--- config.mk ---
export PLATFORM = sky130hd
export DESIGN_NAME = housekeeping_spi_flat
export DESIGN_NICKNAME = d
export VERILOG_FILES = /design/src/rtl/housekeeping_spi_if.sv /design/src/rtl/housekeeping_spi.sv /design/src/flat_wrapper.sv
export SDC_FILE = /design/constraint.sdc
export NUM_CORES = 1
export LEC_CHECK = 0
export ABC_AREA = 0
export ABC_CLOCK_PERIOD_IN_PS = 2900
export CAP_MARGIN = 10
export CORE_MARGIN = 8
export CORE_UTILIZATION = 51
export CTS_CLUSTER_DIAMETER = 30
export DETAILED_ROUTE_END_ITERATION = 12
export PLACE_DENSITY = 0.71
export SLEW_MARGIN = 20
export SYNTH_ARGS = -nofsm -noshare
export SYNTH_HDL_FRONTEND = slang
export SYNTH_SLANG_ARGS = --single-unit
--- constraint.sdc ---
create_clock -name clock -period 2.9 [get_ports clock]
set_input_delay 0.58 -clock clock [delete_from_list [all_inputs] [get_ports clock]]
set_output_delay 0.58 -clock clock [all_outputs]
set_load 0.01 [all_outputs]
--- src/rtl/housekeeping_spi_if.sv ---
// rtl/housekeeping_spi_if.sv - host-side housekeeping SPI pins
interface housekeeping_spi_if;
    logic spi_csb;
    logic spi_sck;
    logic spi_sdi;
    logic spi_sdo;
    logic spi_sdo_oe;

    modport master (output spi_csb, spi_sck, spi_sdi, input spi_sdo, spi_sdo_oe);
    modport slave  (input spi_csb, spi_sck, spi_sdi, output spi_sdo, spi_sdo_oe);
endinterface

--- src/rtl/housekeeping_spi.sv ---
// rtl/housekeeping_spi.sv - oversampled housekeeping SPI slave with register file and flash pass-thru
module housekeeping_spi #(
    parameter logic [7:0]  PRODUCT_ID = 8'h20,
    parameter logic [11:0] MFG_ID     = 12'h456,
    parameter logic [31:0] PROJECT_ID = 32'h0
) (
    input  logic                  clock,
    input  logic                  resetb,
    housekeeping_spi_if.slave     host,
    output logic                  user_flash_csb,
    output logic                  user_flash_sck,
    output logic                  user_flash_io0,
    input  logic                  user_flash_io1,
    output logic                  mgmt_flash_csb,
    output logic                  mgmt_flash_sck,
    output logic                  mgmt_flash_io0,
    input  logic                  mgmt_flash_io1,
    output logic                  pass_thru_user,
    output logic                  pass_thru_mgmt,
    output logic                  cpu_reset
);

    typedef enum logic [2:0] {IDLE, CMD, ADDR, DATA, PASS_USER, PASS_MGMT, IGNORE} state_t;

    state_t      state_q, state_d;
    logic [1:0]  csb_sync;
    logic        csb_q;
    logic [2:0]  sck_sync;
    logic [1:0]  sdi_sync;
    logic [2:0]  bit_cnt;
    logic [6:0]  shift_q;
    logic [7:0]  addr_q;
    logic [7:0]  sdo_q;
    logic        rd_q;
    logic        wr_q;
    logic        cpu_reset_q;

    logic        csb_s;
    logic        csb_fall;
    logic        sck_rise;
    logic [7:0]  byte_in;
    logic        byte_done;
    logic        read_data;

    function automatic logic [7:0] reg_read(input logic [7:0] a, input logic rst_bit);
        case (a)
            8'h01:   reg_read = {4'h0, MFG_ID[11:8]};
            8'h02:   reg_read = MFG_ID[7:0];
            8'h03:   reg_read = PRODUCT_ID;
            8'h04:   reg_read = PROJECT_ID[31:24];
            8'h05:   reg_read = PROJECT_ID[23:16];
            8'h06:   reg_read = PROJECT_ID[15:8];
            8'h07:   reg_read = PROJECT_ID[7:0];
            8'h0B:   reg_read = {7'h0, rst_bit};
            default: reg_read = 8'h00;
        endcase
    endfunction

    // CSB synchroniser resets low so a CSB already held low at reset release is not seen as a fall.
    always_ff @(posedge clock) begin
        if (!resetb) begin
            csb_sync <= 2'b00;
            csb_q    <= 1'b0;
            sck_sync <= 3'b000;
            sdi_sync <= 2'b00;
        end else begin
            csb_sync <= {csb_sync[0], host.spi_csb};
            csb_q    <= csb_sync[1];
            sck_sync <= {sck_sync[1:0], host.spi_sck};
            sdi_sync <= {sdi_sync[0], host.spi_sdi};
        end
    end

    assign csb_s     = csb_sync[1];
    assign csb_fall  = csb_q & ~csb_s;
    assign sck_rise  = sck_sync[1] & ~sck_sync[2];
    assign byte_in   = {shift_q, sdi_sync[1]};
    assign byte_done = sck_rise && (bit_cnt == 3'd7);
    assign read_data = (state_q == DATA) && rd_q;

    always_ff @(posedge clock) begin
        if (!resetb) state_q <= IDLE;
        else         state_q <= state_d;
    end

    always_comb begin
        state_d = state_q;
        if (csb_s) begin
            state_d = IDLE;
        end else begin
            case (state_q)
                IDLE: if (csb_fall) state_d = CMD;
                CMD: if (byte_done) begin
                    case (byte_in)
                        8'h40, 8'h80, 8'hC0: state_d = ADDR;
                        8'hC2:               state_d = PASS_USER;
                        8'hC4:               state_d = PASS_MGMT;
                        default:             state_d = IGNORE;
                    endcase
                end
                ADDR: if (byte_done) state_d = DATA;
                default: state_d = state_q;
            endcase
        end
    end

    // Command bit7 selects write, bit6 selects read; only meaningful for 0x40/0x80/0xC0.
    always_ff @(posedge clock) begin
        if (!resetb) begin
            bit_cnt     <= 3'd0;
            shift_q     <= 7'd0;
            addr_q      <= 8'd0;
            sdo_q       <= 8'd0;
            rd_q        <= 1'b0;
            wr_q        <= 1'b0;
            cpu_reset_q <= 1'b0;
        end else if (csb_s) begin
            bit_cnt <= 3'd0;
            sdo_q   <= 8'd0;
        end else if (sck_rise) begin
            bit_cnt <= bit_cnt + 3'd1;
            shift_q <= byte_in[6:0];
            case (state_q)
                CMD: if (bit_cnt == 3'd7) begin
                    rd_q <= byte_in[6];
                    wr_q <= byte_in[7];
                end
                ADDR: if (bit_cnt == 3'd7) begin
                    addr_q <= byte_in;
                    sdo_q  <= reg_read(byte_in, cpu_reset_q);
                end
                DATA: if (bit_cnt == 3'd7) begin
                    if (wr_q && addr_q == 8'h0B) cpu_reset_q <= byte_in[0];
                    addr_q <= addr_q + 8'd1;
                    sdo_q  <= reg_read(addr_q + 8'd1, cpu_reset_q);
                end else begin
                    sdo_q <= {sdo_q[6:0], 1'b0};
                end
                default: ;
            endcase
        end
    end

    // Pass-thru routing is deliberately combinational from the raw pins.
    always_comb begin
        pass_thru_user  = (state_q == PASS_USER);
        pass_thru_mgmt  = (state_q == PASS_MGMT);
        user_flash_csb  = pass_thru_user ? host.spi_csb : 1'b1;
        user_flash_sck  = pass_thru_user ? host.spi_sck : 1'b0;
        user_flash_io0  = pass_thru_user ? host.spi_sdi : 1'b0;
        mgmt_flash_csb  = pass_thru_mgmt ? host.spi_csb : 1'b1;
        mgmt_flash_sck  = pass_thru_mgmt ? host.spi_sck : 1'b0;
        mgmt_flash_io0  = pass_thru_mgmt ? host.spi_sdi : 1'b0;
        host.spi_sdo_oe = read_data | pass_thru_user | pass_thru_mgmt;
        host.spi_sdo    = 1'b0;
        if (pass_thru_user)      host.spi_sdo = user_flash_io1;
        else if (pass_thru_mgmt) host.spi_sdo = mgmt_flash_io1;
        else if (read_data)      host.spi_sdo = sdo_q[7];
        cpu_reset       = cpu_reset_q | pass_thru_mgmt;
    end

endmodule

--- src/flat_wrapper.sv ---
// flat-port wrapper written by rule: the top's interface ports become plain ports
module housekeeping_spi_flat 
#(
    parameter logic [7:0]  PRODUCT_ID = 8'h20,
    parameter logic [11:0] MFG_ID     = 12'h456,
    parameter logic [31:0] PROJECT_ID = 32'h0
)
  (clock, resetb, user_flash_csb, user_flash_sck, user_flash_io0, user_flash_io1, mgmt_flash_csb, mgmt_flash_sck, mgmt_flash_io0, mgmt_flash_io1, pass_thru_user, pass_thru_mgmt, cpu_reset, host_spi_csb, host_spi_sck, host_spi_sdi, host_spi_sdo, host_spi_sdo_oe);
  housekeeping_spi_if host_i ();
  input  logic clock;
  input  logic resetb;
  output logic user_flash_csb;
  output logic user_flash_sck;
  output logic user_flash_io0;
  input  logic user_flash_io1;
  output logic mgmt_flash_csb;
  output logic mgmt_flash_sck;
  output logic mgmt_flash_io0;
  input  logic mgmt_flash_io1;
  output logic pass_thru_user;
  output logic pass_thru_mgmt;
  output logic cpu_reset;
  input wire logic [$bits(host_i.spi_csb)-1:0] host_spi_csb;
  input wire logic [$bits(host_i.spi_sck)-1:0] host_spi_sck;
  input wire logic [$bits(host_i.spi_sdi)-1:0] host_spi_sdi;
  output wire logic [$bits(host_i.spi_sdo)-1:0] host_spi_sdo;
  output wire logic [$bits(host_i.spi_sdo_oe)-1:0] host_spi_sdo_oe;
  assign host_i.spi_csb = host_spi_csb;
  assign host_i.spi_sck = host_spi_sck;
  assign host_i.spi_sdi = host_spi_sdi;
  assign host_spi_sdo = host_i.spi_sdo;
  assign host_spi_sdo_oe = host_i.spi_sdo_oe;
  housekeeping_spi #(.PRODUCT_ID(PRODUCT_ID), .MFG_ID(MFG_ID), .PROJECT_ID(PROJECT_ID)) u_core (.clock(clock), .resetb(resetb), .host(host_i), .user_flash_csb(user_flash_csb), .user_flash_sck(user_flash_sck), .user_flash_io0(user_flash_io0), .user_flash_io1(user_flash_io1), .mgmt_flash_csb(mgmt_flash_csb), .mgmt_flash_sck(mgmt_flash_sck), .mgmt_flash_io0(mgmt_flash_io0), .mgmt_flash_io1(mgmt_flash_io1), .pass_thru_user(pass_thru_user), .pass_thru_mgmt(pass_thru_mgmt), .cpu_reset(cpu_reset));
endmodule
==> images/clock_wires.png <==
Scale: 6 px per um.
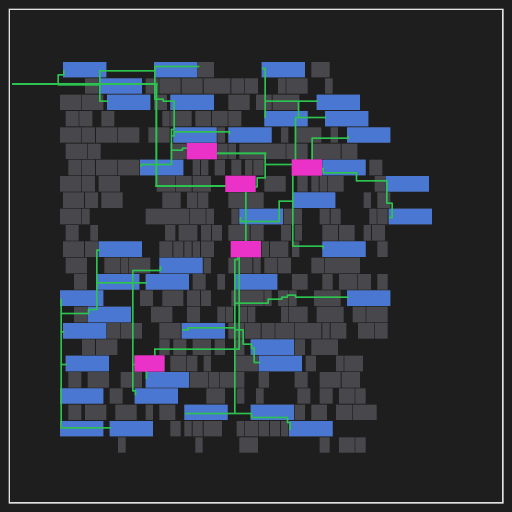
Green shows clock wires, length 486 um. Magenta shows clock-net drivers, count 5. Blue shows flip-flops, count 40.
There are 6 routed clock nets.

==> images/route_heat.png <==
Scale: 4 px per um. The die is cut into 16 by 16 equal tiles; white is low, dark blue is high, scaled to the fullest tile. Values are wire area over tile area, all layers added.
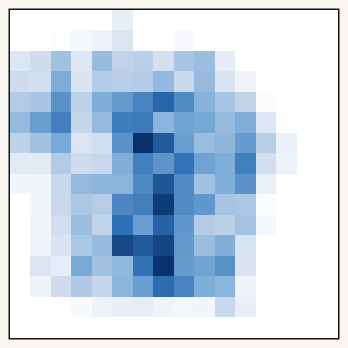
The densest ninth of the die: centre. The fullest tile reaches 0.49. The emptiest ninth of the die: upper right. The mean over all tiles is 0.12. 38% of the tiles are nearly empty.
All-Layer GR Usage: 0.163
total wirelength of the detailed-routed design: 4.96 mm
detailed-route via count: 1839
post-DR wirelength/cell: 15.5 um

==> reports/results.tsv <==
stage	metric	value	unit
run_status	result of the run	complete, no violations	
global_routing	number of global-route vias before repair	1862	
critical_path	CP Depth	4	
min_path	Hold WC Path Type	reg2reg	
power_and_ir_drop	Seq group	559	uW
yosys	Largest type area fraction	0.360	
finish	number of filler instances in the final layout	392	
die	floorplan row count	24	
timing	worst setup skew after layout	7.29	ps
die	core area	0.00426	mm^2
flow_run	max capacitance violation total	0	
finish	Post-Layout Cell Count	320	
yosys	floorplan net count	264	
yosys	leading post-synthesis cells by instance count	sky130_fd_sc_hd__dfxtp_1, sky130_fd_sc_hd__nor2_1, sky130_fd_sc_hd__nand2_1	
yosys	synthesis-stage register bit count	40	
finish	share of final-layout standard cells stronger than drive strength 1	0.131	
finish	Non-clock buffers, area share	0.0832	
die	tap cell count	52	
clock_tree	number of setup buffers added after CTS	0	
yosys	compound-cell area share of the yosys netlist	0.175	
critical_path	launching element type of the critical path	flip-flop	
critical_path	category of cells accounting for the largest share of critical-path delay	flip-flops	
timing	ratio of final minimum period to clock period	0.910	
clock_tree	hold buffer count at CTS	0	
drt	post-detailed-route via-to-cell ratio	5.75	
clock_tree	clock latency on the worst-skew pair	290	ps
drt	violation count after the first detailed-routing iteration	117	
yosys	warning count from the yosys run	0	
timing	Setup WS post-layout	261	ps
critical_path	type of the setup path with the least slack	reg2out	
finish	most frequent cells in the layout	sky130_fd_sc_hd__dfxtp_1, sky130_fd_sc_hd__nor2_1, sky130_fd_sc_hd__clkdlybuf4s50_1	
finish	flop share of the area	0.321	
critical_path	cell breakdown of the critical path	and2b_4 -> a31o_2 -> o211a_1 -> clkdlybuf4s50_1	
global_routing	antenna violations before repair	0	
finish	share of final layout cell area taken by clock buffers and inverters	0.0391	
clock_tree	root buffer cell	sky130_fd_sc_hd__clkbuf_8	
yosys	cells in synth_stat.txt	251	
drt	count of unresolved DRC violations after routing	0	
finish	tally of clock buffers in the finished layout	6	
power_and_ir_drop	Power Dens Cells	401	mW/mm^2
drt	met3 wire len	314	um
clock_tree	TritonCTS clock tree	yes	
power_and_ir_drop	leakage	0.961	nW
clock_tree	CTS Buffer Depth	2	
critical_path	flop2flop setup slack	830	ps
timing	fmax	379	MHz
power_and_ir_drop	net load switching power	230	uW
finish	non-clock buffer instance count of the final layout	22	
placement	# placed instances	312	
power_and_ir_drop	sum of internal, switching and leakage power	1.00	mW
==> images/port_trees.png <==
Scale: 6 px per um.
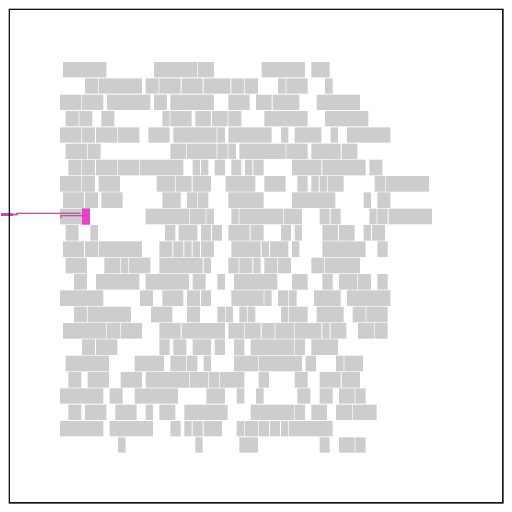
Magenta shows pass_thru_mgmt, bits 1, direction output, edge left, end cells 1, buffers 1, wire 16.1 um.

No activity file was given, so power comes from the tool's default toggle rates.
